**config.mk**
```make
export PLATFORM = sky130hd
export DESIGN_NAME = data_mem
export DESIGN_NICKNAME = d
export VERILOG_FILES = /design/src/rtl/data_mem_pkg.sv /design/src/rtl/data_mem_array.sv /design/src/rtl/data_mem.sv
export SDC_FILE = /design/constraint.sdc
export NUM_CORES = 1
export LEC_CHECK = 0
export ABC_CLOCK_PERIOD_IN_PS = 4500
export CAP_MARGIN = 30
export CORE_ASPECT_RATIO = 2
export CORE_MARGIN = 1.5
export CORE_UTILIZATION = 32
export CTS_CLUSTER_DIAMETER = 80
export DETAILED_ROUTE_END_ITERATION = 10
export MAX_ROUTING_LAYER = met4
export RECOVER_POWER = 50
export SYNTH_ARGS = -nofsm -noshare
export SYNTH_HDL_FRONTEND = slang
export SYNTH_SLANG_ARGS = --single-unit
```
**constraint.sdc**
```tcl
create_clock -name clk -period 4.5 [get_ports clk]
set_input_delay 0.9 -clock clk [delete_from_list [all_inputs] [get_ports clk]]
set_output_delay 0.9 -clock clk [all_outputs]
set_load 0.005 [all_outputs]
```
**src/rtl/data_mem_pkg.sv**
```systemverilog
// Shared constants for the data RAM: access strobe encodings, zero word and FSM state encodings.
package data_mem_pkg;

  localparam logic RAM_WRITE   = 1'b1;
  localparam logic RAM_UNWRITE = 1'b0;
  localparam logic RAM_ENABLE  = 1'b1;
  localparam logic RAM_DISABLE = 1'b0;

  localparam logic [31:0] ZERO = 32'h0000_0000;

  localparam logic [0:0] DMEM_INIT  = 1'b0;
  localparam logic [0:0] DMEM_READY = 1'b1;

  // A byte address is usable only if word aligned and inside the 2**aw word window.
  function automatic logic addr_ok(input logic [31:0] a, input int unsigned aw);
    return (a[1:0] == 2'b00) && ((a >> (aw + 2)) == ZERO);
  endfunction

endpackage

```
**src/rtl/data_mem_array.sv**
```systemverilog
// DEPTH x 32 word storage: one synchronous write port and one combinational read port.
module dmem_array #(
  parameter int AW = 4
) (
  input  logic          clk,
  input  logic          we,
  input  logic [AW-1:0] waddr,
  input  logic [31:0]   wdata,
  input  logic [AW-1:0] raddr,
  output logic [31:0]   rdata
);

  localparam int DEPTH = 2 ** AW;

  logic [31:0] mem [DEPTH];

  always_ff @(posedge clk) begin
    if (we) mem[waddr] <= wdata;
  end

  assign rdata = mem[raddr];

endmodule

```
**src/rtl/data_mem.sv**
```systemverilog
// Word-organised data RAM with post-reset zero-fill, alignment/range trap and, when
// DMEM_STATS_EN is defined, saturating load/store counters.
module data_mem
  import data_mem_pkg::*;
#(
  parameter int AW         = 4,
  parameter bit INIT_CLEAR = 1'b1
) (
  input  logic        clk,
  input  logic        rst,
  input  logic        ce,
  input  logic        we,
  input  logic [31:0] addr,
  input  logic [31:0] wdata,
  output logic [31:0] rdata,
  output logic        init_done,
  output logic        err,
  output logic [31:0] err_addr
`ifdef DMEM_STATS_EN
  ,
  output logic [31:0] ld_cnt,
  output logic [31:0] st_cnt
`endif
);

  logic [0:0]    state;
  logic [AW-1:0] clr_idx;
  logic [AW-1:0] idx;
  logic          ok;
  logic          ready;
  logic          rd_valid;
  logic          wr_valid;
  logic          fault;
  logic          arr_we;
  logic [AW-1:0] arr_waddr;
  logic [31:0]   arr_wdata;
  logic [31:0]   arr_rdata;

  assign ok    = addr_ok(addr, AW);
  assign idx   = addr[AW+1:2];
  assign ready = (state == DMEM_READY);

  // Every access qualifier includes !rst so a reset cycle neither writes nor returns data.
  assign rd_valid = ready && !rst && (ce == RAM_ENABLE) && (we == RAM_UNWRITE) && ok;
  assign wr_valid = ready && !rst && (ce == RAM_ENABLE) && (we == RAM_WRITE) && ok;
  assign fault    = ready && !rst && (ce == RAM_ENABLE) && !ok;

  assign arr_we    = ready ? wr_valid : !rst;
  assign arr_waddr = ready ? idx : clr_idx;
  assign arr_wdata = ready ? wdata : ZERO;

  dmem_array #(.AW(AW)) u_array (
    .clk   (clk),
    .we    (arr_we),
    .waddr (arr_waddr),
    .wdata (arr_wdata),
    .raddr (idx),
    .rdata (arr_rdata)
  );

  assign rdata     = rd_valid ? arr_rdata : ZERO;
  assign init_done = ready;

  // Clear sequencer: one word per cycle, READY follows the cycle that wrote the last word.
  always_ff @(posedge clk) begin
    if (rst) begin
      state   <= INIT_CLEAR ? DMEM_INIT : DMEM_READY;
      clr_idx <= '0;
    end else if (state == DMEM_INIT) begin
      clr_idx <= clr_idx + 1'b1;
      if (&clr_idx) state <= DMEM_READY;
    end
  end

  always_ff @(posedge clk) begin
    if (rst) begin
      err      <= 1'b0;
      err_addr <= ZERO;
    end else if (fault) begin
      err <= 1'b1;
      if (!err) err_addr <= addr;
    end
  end

`ifdef DMEM_STATS_EN
  always_ff @(posedge clk) begin
    if (rst) begin
      ld_cnt <= ZERO;
      st_cnt <= ZERO;
    end else begin
      if (rd_valid && (ld_cnt != 32'hFFFF_FFFF)) ld_cnt <= ld_cnt + 32'd1;
      if (wr_valid && (st_cnt != 32'hFFFF_FFFF)) st_cnt <= st_cnt + 32'd1;
    end
  end
`endif

endmodule
```
==> images/flops_by_reg.png <==
Bar = 50 microns. Other sequential cells in the stronger grey, the rest of the logic in the fainter grey.
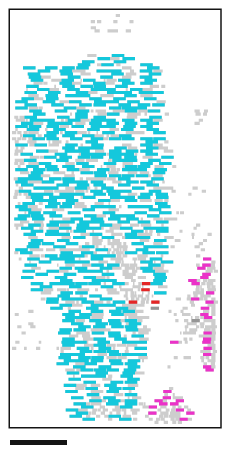
clr_idx: in red, flops 4. err_addr: in magenta, flops 32, where lower right. u_array.mem: in cyan, flops 512.
Another 2 sequential cells are not coloured.

==> impl_results.html <==
<h2>Implementation results</h2>
<table>
<tr><th>Metric</th><th>Value</th></tr>
<tr><th colspan="2">Status</th></tr>
<tr><td>Result of the run</td><td>finished clean</td></tr>
<tr><th colspan="2">Critical path</th></tr>
<tr><td>Startpoint class of the critical path</td><td>input port</td></tr>
<tr><td>R2r endpoint</td><td>u_array.mem[1][9]</td></tr>
<tr><td>CP Capture Type</td><td>output port</td></tr>
<tr><td>Crit Path Max Fanout</td><td>24</td></tr>
<tr><td>Most common cell type on the critical path</td><td>sky130_fd_sc_hd__clkdlybuf4s50_1</td></tr>
<tr><td>Worst reg2reg setup slack</td><td>1570 ps</td></tr>
<tr><td>Slowest cell on the critical path</td><td>sky130_fd_sc_hd__clkdlybuf4s50_1</td></tr>
<tr><th colspan="2">Synthesis</th></tr>
<tr><td>Number of standard cells after synthesis</td><td>slightly below 1,000</td></tr>
<tr><td>Post-Synthesis Cell Area</td><td>roughly 21,000 sq um</td></tr>
<tr><td>Synthesis-stage register bit count</td><td>550</td></tr>
<tr><td>Sequential area share after synthesis</td><td>0.757</td></tr>
<tr><td>Fraction of registers with async set or reset after synthesis</td><td>0</td></tr>
<tr><th colspan="2">Clock network</th></tr>
<tr><td>Clock transition at the register clock pins on the worst setup and hold paths after CTS</td><td>60 ps</td></tr>
<tr><td>Hold bufs inserted after CTS</td><td>0</td></tr>
<tr><td>Total setup buffers inserted after CTS</td><td>0</td></tr>
<tr><td>Clock root cell</td><td>sky130_fd_sc_hd__clkbuf_16</td></tr>
<tr><td>Post-CTS Resized</td><td>0</td></tr>
<tr><td>Clk sink count</td><td>roughly 550</td></tr>
<tr><td>Number of buffers created by CTS</td><td>between 40 and 50</td></tr>
<tr><td>Insertion Delay late pin</td><td>a little over 600 ps</td></tr>
<tr><td>Number of H-tree levels</td><td>2</td></tr>
<tr><td>CTS max path bufs</td><td>3</td></tr>
<tr><th colspan="2">Cells and area</th></tr>
<tr><td>Number of cells in the finished layout apart from fillers</td><td>~2,100</td></tr>
<tr><td>Area growth syn-to-layout</td><td>20.6%</td></tr>
<tr><td>Commonest Layout Cell</td><td>sky130_fd_sc_hd__edfxtp_1</td></tr>
<tr><td>Nets@finish</td><td>1,249</td></tr>
<tr><td>Final core area utilization</td><td>0.391</td></tr>
<tr><th colspan="2">Detailed routing</th></tr>
<tr><td>Count of TritonRoute iterations in the first routing pass</td><td>4</td></tr>
<tr><td>Detail Route Antenna Nets</td><td>0</td></tr>
<tr><td>Drt via density</td><td>5.01</td></tr>
<tr><td>Routed length per placed instance</td><td>24.2 microns</td></tr>
<tr><th colspan="2">Final timing</th></tr>
<tr><td>Worst Tran Pin Value</td><td>about 1400 ps</td></tr>
<tr><td>Max frequency</td><td>0.237 GHz</td></tr>
<tr><td>Max Slew Vio Count</td><td>0</td></tr>
<tr><td>Final clock skew</td><td>just under 40 ps</td></tr>
<tr><td>Final Setup Violations</td><td>0</td></tr>
<tr><th colspan="2">Die</th></tr>
<tr><td>Chip Height</td><td>368 microns</td></tr>
<tr><td>Floorplan die width</td><td>185 microns</td></tr>
<tr><td>Top Ports</td><td>134</td></tr>
<tr><td>FP Rows</td><td>approximately 130</td></tr>
<tr><td>Die footprint</td><td>a little under 70,000 sq um</td></tr>
<tr><th colspan="2">Flow run</th></tr>
<tr><td>Tool warning count</td><td>26</td></tr>
<tr><td>Max Cap Violations</td><td>0</td></tr>
<tr><th colspan="2">Min path</th></tr>
<tr><td>Start point of the worst hold path</td><td>err_addr[15]</td></tr>
<tr><td>Cell depth of the worst min-delay path</td><td>1</td></tr>
<tr><td>Class of the most critical hold timing path</td><td>reg -&gt; reg</td></tr>
<tr><th colspan="2">Place</th></tr>
<tr><td>Number of instances in the placed design</td><td>~2,000</td></tr>
<tr><td>Detail Placement HPWL</td><td>30,900 microns</td></tr>
<tr><td>Final weighted congestion in routability-driven placement</td><td>0.734</td></tr>
<tr><th colspan="2">Global routing</th></tr>
<tr><td>Overall routing resource usage</td><td>0.156</td></tr>
<tr><td>Number of global-route vias before repair</td><td>11,171</td></tr>
<tr><td>Global-route wire length before repair</td><td>74,500 microns</td></tr>
</table>
==> images/sizes.png <==
Bar = 50 microns.
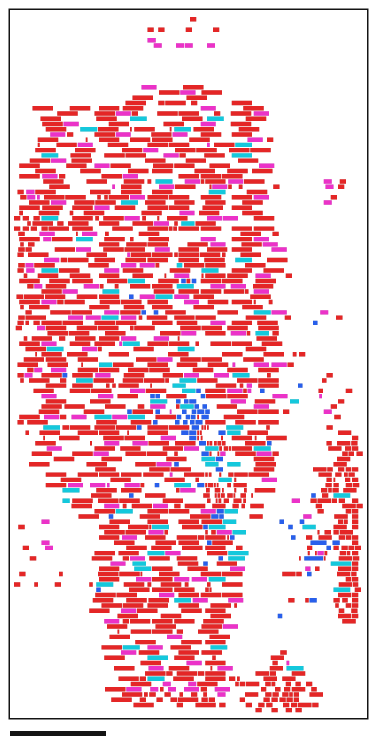
_6 and larger: in cyan, cells 73, share 6.0%, most used clkbuf_16. _0 and _1 cells: in red, cells 905, share 74%, most used edfxtp_1. _2 cells: in magenta, cells 172, share 14%, most used mux4_2. _3 and _4 cells: in blue, cells 70, share 5.7%, most used buf_4.

[worst max-delay path, delay by kind of cell]
kind	cells	cell delay, ps
AOI/OAI and AO/OA	1	220
and+or+nand+nor	3	1000
buffers and inverters	3	1190
[area by class of cell]
type	instances	area, sq um
timing repair buffer	197	2000
clock buffer	61	1270
tap	877	1100
fill	5850	40000
sequential	550	16100
inverter	4	15.0
clock inverter	30	265
multi-input combinational	378	4910
[layer usage]
layer,track usage,vias to the layer above,share of wire,wire length [microns]
met5,-,-,0,0
met4,0.0486,0,0.024,1230
met3,0.0177,75,0.039,1960
met2,0.273,289,0.54,27500
met1,0.185,5601,0.40,20100
li1,-,4545,-,-
[cell usage after synthesis (3+ instances only)]
cell type / instances / share of area
sky130_fd_sc_hd__clkbuf_1: 23 / 0.0041
sky130_fd_sc_hd__edfxtp_1: 512 / 0.72
sky130_fd_sc_hd__mux4_2: 127 / 0.13
sky130_fd_sc_hd__o32ai_1: 3 / 0.0012
sky130_fd_sc_hd__o21ai_0: 5 / 0.0012
sky130_fd_sc_hd__and2_1: 32 / 0.0094
sky130_fd_sc_hd__nor2_1: 22 / 0.0039
sky130_fd_sc_hd__buf_4: 4 / 0.0014
sky130_fd_sc_hd__nand2_1: 19 / 0.0033
sky130_fd_sc_hd__nand2b_1: 4 / 0.0012
sky130_fd_sc_hd__dfxtp_1: 38 / 0.036
sky130_fd_sc_hd__a211oi_2: 29 / 0.017
sky130_fd_sc_hd__buf_2: 22 / 0.0052
sky130_fd_sc_hd__nand3_1: 6 / 0.0014
sky130_fd_sc_hd__inv_1: 3 / 0.00053
sky130_fd_sc_hd__mux2i_1: 34 / 0.016
sky130_fd_sc_hd__buf_6: 11 / 0.0058
sky130_fd_sc_hd__o22ai_1: 31 / 0.0091
sky130_fd_sc_hd__a22o_1: 32 / 0.013
sky130_fd_sc_hd__nor4_1: 7 / 0.0021
[cells by family (layout without fill, tap and decap cells)]
family	count (synthesis)	count (layout)	synth area share
AND-OR/OR-AND	112	112	0.0474
AND/OR/NAND/NOR	101	101	0.0261
XOR/XNOR	3	3	0.00123
adder cells (fa/ha/maj)	1	1	0.000587
multiplexers	161	161	0.150
buffers and inverters	65	292	0.0173
flip-flops	550	550	0.757
[registers in the layout (all words and copies together), names as in the netlist]
register	cells
clr_idx	4
err	1
u_array.mem	512
err_addr	32
init_done	1
[worst max path at each step]
stage	startpoint	to	slack, ps	cells after the start
final	addr[27]	rdata[0]	280	7
after global routing	addr[27]	rdata[0]	80	7
after CTS	addr[27]	rdata[0]	130	7
after detailed placement	addr[27]	rdata[0]	130	7
after global placement	addr[31]	rdata[24]	200	8
after floorplan	addr[8]	u_array.mem[12][0]	780	5
[power breakdown]
| part | switching, uW | internal [uW] | leakage, uW |
|---|---|---|---|
| clock network | 1870 | 2200 | 0.000743 |
| logic | 267 | 233 | 0.00246 |
| registers | 16.6 | 5570 | 0.00508 |
[stage by stage]
stage	hold WS, ps	total power (uW)	worst slack, ps	cell area (sq um)
CTS	482	10300	131	25700
global placement	462	6210	204	24200
finish	470	10200	280	25700
global route	484	10500	75.5	25700
floorplan	474	5990	783	21300
detailed placement	464	6210	132	24200
No activity file was given, so power comes from the tool's default toggle rates.
